## src/rtl/finv.sv

```systemverilog
// finv : combinational binary32 reciprocal y = 1/x, truncated mantissa.
// ovf flags a zero/denormal input; reciprocals below the normal range flush to zero.
`default_nettype none

module finv (
  input  logic [31:0] x,
  output logic [31:0] y,
  output logic        ovf
);

  logic [47:0] w_quo;
  logic [8:0]  w_er;
  logic        w_m_zero;
  logic        w_unused;

  assign w_m_zero = (x[22:0] == 23'd0);
  // 2^47 / 1.m (scaled) lies in [2^23, 2^24) for m != 0, giving the mantissa directly.
  assign w_quo    = 48'h8000_0000_0000 / {24'd0, 1'b1, x[22:0]};
  assign w_er     = (w_m_zero ? 9'd254 : 9'd253) - {1'b0, x[30:23]};
  assign w_unused = ^w_quo[47:23];

  always_comb begin
    y   = {x[31], w_er[7:0], (w_m_zero ? 23'd0 : w_quo[22:0])};
    ovf = 1'b0;
    if (x[30:23] == 8'd0) begin
      y   = {x[31], 8'hFF, 23'd0};
      ovf = 1'b1;
    end else if (w_er[8] || (w_er == 9'd0)) begin
      y   = {x[31], 31'd0};
    end
  end

endmodule

`default_nettype wire

```

## src/rtl/fdiv_pipe.sv

```systemverilog
// fdiv_pipe : 3-stage pipelined binary32 divider, q = x1 * finv(x2).
// Valid/ready on both sides; all stages stall together on output backpressure.
`default_nettype none

module fdiv_pipe #(
  parameter int BIAS = 127
) (
  input  logic        clk,
  input  logic        rstn,
  input  logic        in_valid,
  output logic        in_ready,
  input  logic [31:0] x1,
  input  logic [31:0] x2,
  output logic        out_valid,
  input  logic        out_ready,
  output logic [31:0] q,
  output logic        ovf
);

  logic        w_adv;
  logic [31:0] w_r;
  logic        w_fovf;

  logic        r_v1, r_v2, r_v3;
  logic [31:0] r_x1, r_r;
  logic        r_fovf1, r_z1_1, r_z2_1;

  logic               r_s2, r_fovf2, r_z1_2, r_z2_2;
  logic signed [9:0]  r_e2;
  logic [47:0]        r_p2;

  logic [31:0] r_q3;
  logic        r_ovf3;

  logic signed [9:0] w_e2, w_e_n, w_e_f;
  logic [47:0]       w_p2;
  logic [22:0]       w_mant_raw;
  logic              w_guard;
  logic [23:0]       w_rnd;
  logic [31:0]       w_q3;
  logic              w_ovf3;
  logic              w_unused;

  finv u_finv (
    .x   (x2),
    .y   (w_r),
    .ovf (w_fovf)
  );

  assign w_adv     = !r_v3 || out_ready;
  assign in_ready  = w_adv;
  assign out_valid = r_v3;
  // Gate outputs so stale datapath contents never show while idle.
  assign q         = r_v3 ? r_q3 : 32'd0;
  assign ovf       = r_v3 & r_ovf3;

  always_ff @(posedge clk) begin
    if (!rstn) begin
      r_v1 <= 1'b0;
      r_v2 <= 1'b0;
      r_v3 <= 1'b0;
    end else if (w_adv) begin
      r_v1 <= in_valid;
      r_v2 <= r_v1;
      r_v3 <= r_v2;
    end
  end

  assign w_e2 = $signed({2'b00, r_x1[30:23]} + {2'b00, r_r[30:23]} - 10'(BIAS));
  assign w_p2 = 48'({1'b1, r_x1[22:0]}) * 48'({1'b1, r_r[22:0]});

  always_ff @(posedge clk) begin
    if (w_adv) begin
      r_x1    <= x1;
      r_r     <= w_r;
      r_fovf1 <= w_fovf;
      r_z1_1  <= (x1[30:23] == 8'd0);
      r_z2_1  <= (x2[30:23] == 8'd0);

      r_s2    <= r_x1[31] ^ r_r[31];
      r_e2    <= w_e2;
      r_p2    <= w_p2;
      r_fovf2 <= r_fovf1;
      r_z1_2  <= r_z1_1;
      r_z2_2  <= r_z2_1;

      r_q3    <= w_q3;
      r_ovf3  <= w_ovf3;
    end
  end

  assign w_e_n      = r_p2[47] ? (r_e2 + 10'sd1) : r_e2;
  assign w_mant_raw = r_p2[47] ? r_p2[46:24] : r_p2[45:23];
  assign w_guard    = r_p2[47] ? r_p2[23] : r_p2[22];
  // Carry out of the rounding add leaves the low 23 bits at zero.
  assign w_rnd      = {1'b0, w_mant_raw} + {23'd0, w_guard};
  assign w_e_f      = w_e_n + (w_rnd[23] ? 10'sd1 : 10'sd0);
  assign w_unused   = ^r_p2[21:0];

  always_comb begin
    w_q3   = {r_s2, w_e_f[7:0], w_rnd[22:0]};
    w_ovf3 = 1'b0;
    if (r_z2_2) begin
      w_q3   = {r_s2, 8'hFF, 23'd0};
      w_ovf3 = 1'b1;
    end else if (r_z1_2) begin
      w_q3   = {r_s2, 31'd0};
    end else if (r_fovf2 || (w_e_f >= 10'sd255)) begin
      w_q3   = {r_s2, 8'hFF, 23'd0};
      w_ovf3 = 1'b1;
    end else if (w_e_f <= 10'sd0) begin
      w_q3   = {r_s2, 31'd0};
    end
  end

endmodule

`default_nettype wire

```

## config.mk

```make
export PLATFORM = sky130hd
export DESIGN_NAME = fdiv_pipe
export DESIGN_NICKNAME = d
export VERILOG_FILES = /design/src/rtl/finv.sv /design/src/rtl/fdiv_pipe.sv
export SDC_FILE = /design/constraint.sdc
export NUM_CORES = 2
export LEC_CHECK = 0
export CAP_MARGIN = 20
export CORE_MARGIN = 1
export CORE_UTILIZATION = 50
export DETAILED_ROUTE_END_ITERATION = 7
export DONT_BUFFER_PORTS = 1
export SLEW_MARGIN = 0
export SYNTH_ARGS = -nofsm -noshare
export SYNTH_HDL_FRONTEND = slang
export SYNTH_SLANG_ARGS = --single-unit
export TNS_END_PERCENT = 1
```

## constraint.sdc

```tcl
create_clock -name clk -period 235.2 [get_ports clk]
set_input_delay 35.28 -clock clk [delete_from_list [all_inputs] [get_ports clk]]
set_output_delay 35.28 -clock clk [all_outputs]
set_load 0.03 [all_outputs]
```

Fig. 1: where the registers sit
Other sequential cells in the stronger grey, the rest of the logic in the fainter grey.
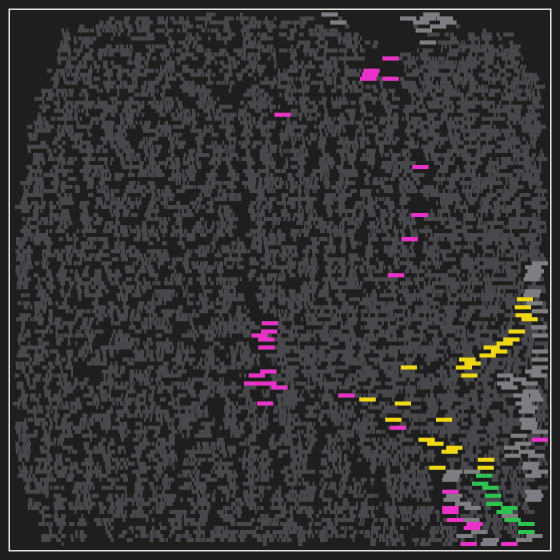
| colour | name in the netlist | flops |
|---|---|---|
| magenta | r_r | 32 |
| green | r_e2 | 10 |
| yellow | r_p2 | 26 |
not coloured: 73

Fig. 2: the clock network
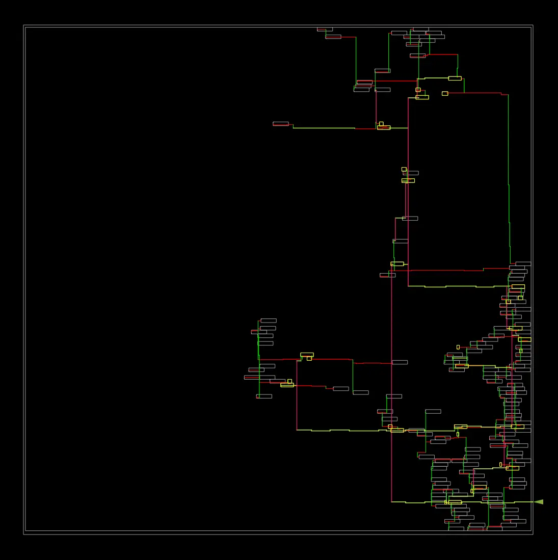
clock skew: 22.5 ps
clock buffer count from CTS: 17
# clk buffers: 21

Fig. 3: placed cells, one colour a class
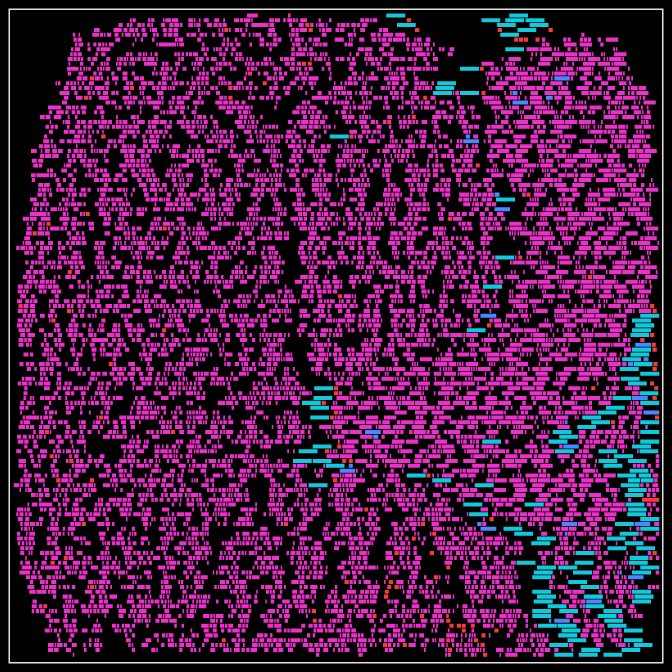
| colour | class | cells |
|---|---|---|
| magenta | combinational and other logic | 8,354 |
| red | other buffers and delay cells | 120 |
| cyan | flops | 141 |
| blue | clock drivers and dummy loads | 32 |

Fig. 4: clock wires, drivers and flops
Scale bar: 100 µm.
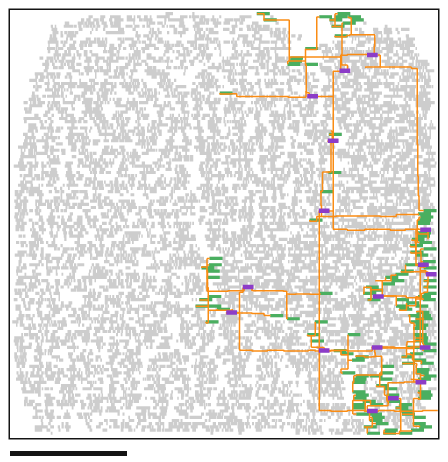
[orange] clock wires | length: 3,160 µm
[green] flip-flops | count: 141
[purple] clock drivers | count: 17
routed clock nets: 18

==> metrics.csv <==
metric,value,unit
status,finished clean,
Hold Path Sink,r_z1_2,
Ys Warns,0,
clk buf depth,2,
non-clk buf share,1.34,%
tap cells,1755,
Worst Setup SP,x2[0],
"Compound Share, Synth",24.2,%
"mux frac, synth",2.34,%
CP Class,primary input to register,
crit path DAT,155650,ps
DRC viols,0,
"Seq/Total Area, Yosys",6.34,%
post-synthesis simple-gate area fraction,25.0,%
"Async S/R FF share, synth",0,%
P&R area growth vs syn,3.35,%
"setup slack, reg-to-reg",222470,ps
Cell Type Count,156,
drt pass-1 iters,6,
Core Util at FP,50.4,%
xor+xnor area frac,7.37,%
Worst-Margin Slew,1150,ps
multi-input gates,7579,
slowest CP cell,nor3_4,
via count,64900,
worst hold margin,424,ps
Hold Crit Start,r_z1_1,
final tally of setup violations,0,
capturing point of the worst reg2reg path,r_p2[47],
"Top cell by count, worst path",o21ai_0,
H-tree depth,4,
min Tclk post-route,155420,ps
flop share of the area,6.14,%
Synth area leader,fa_1,
Yosys top cell by instances,nand2_1,
final instance area,0.0685,mm²
Dominant Register Cell,edfxtp_1,
routed length on met3,14500,µm
clk_lat worst skew,510,ps
Die Span X,366,µm
"top cells, area","fa_1, ha_1, edfxtp_1, nand2_1, a21oi_1",
gr busiest metal,met2,
most frequent logic cell in the layout,nand2_1,
Synth Instances,8811,
met3 Track Usage GR,3.59,%
FP Rows,133,
Worst Setup EP,r_r[0],
grt met1 use,43.9,%
ANT cells,1,
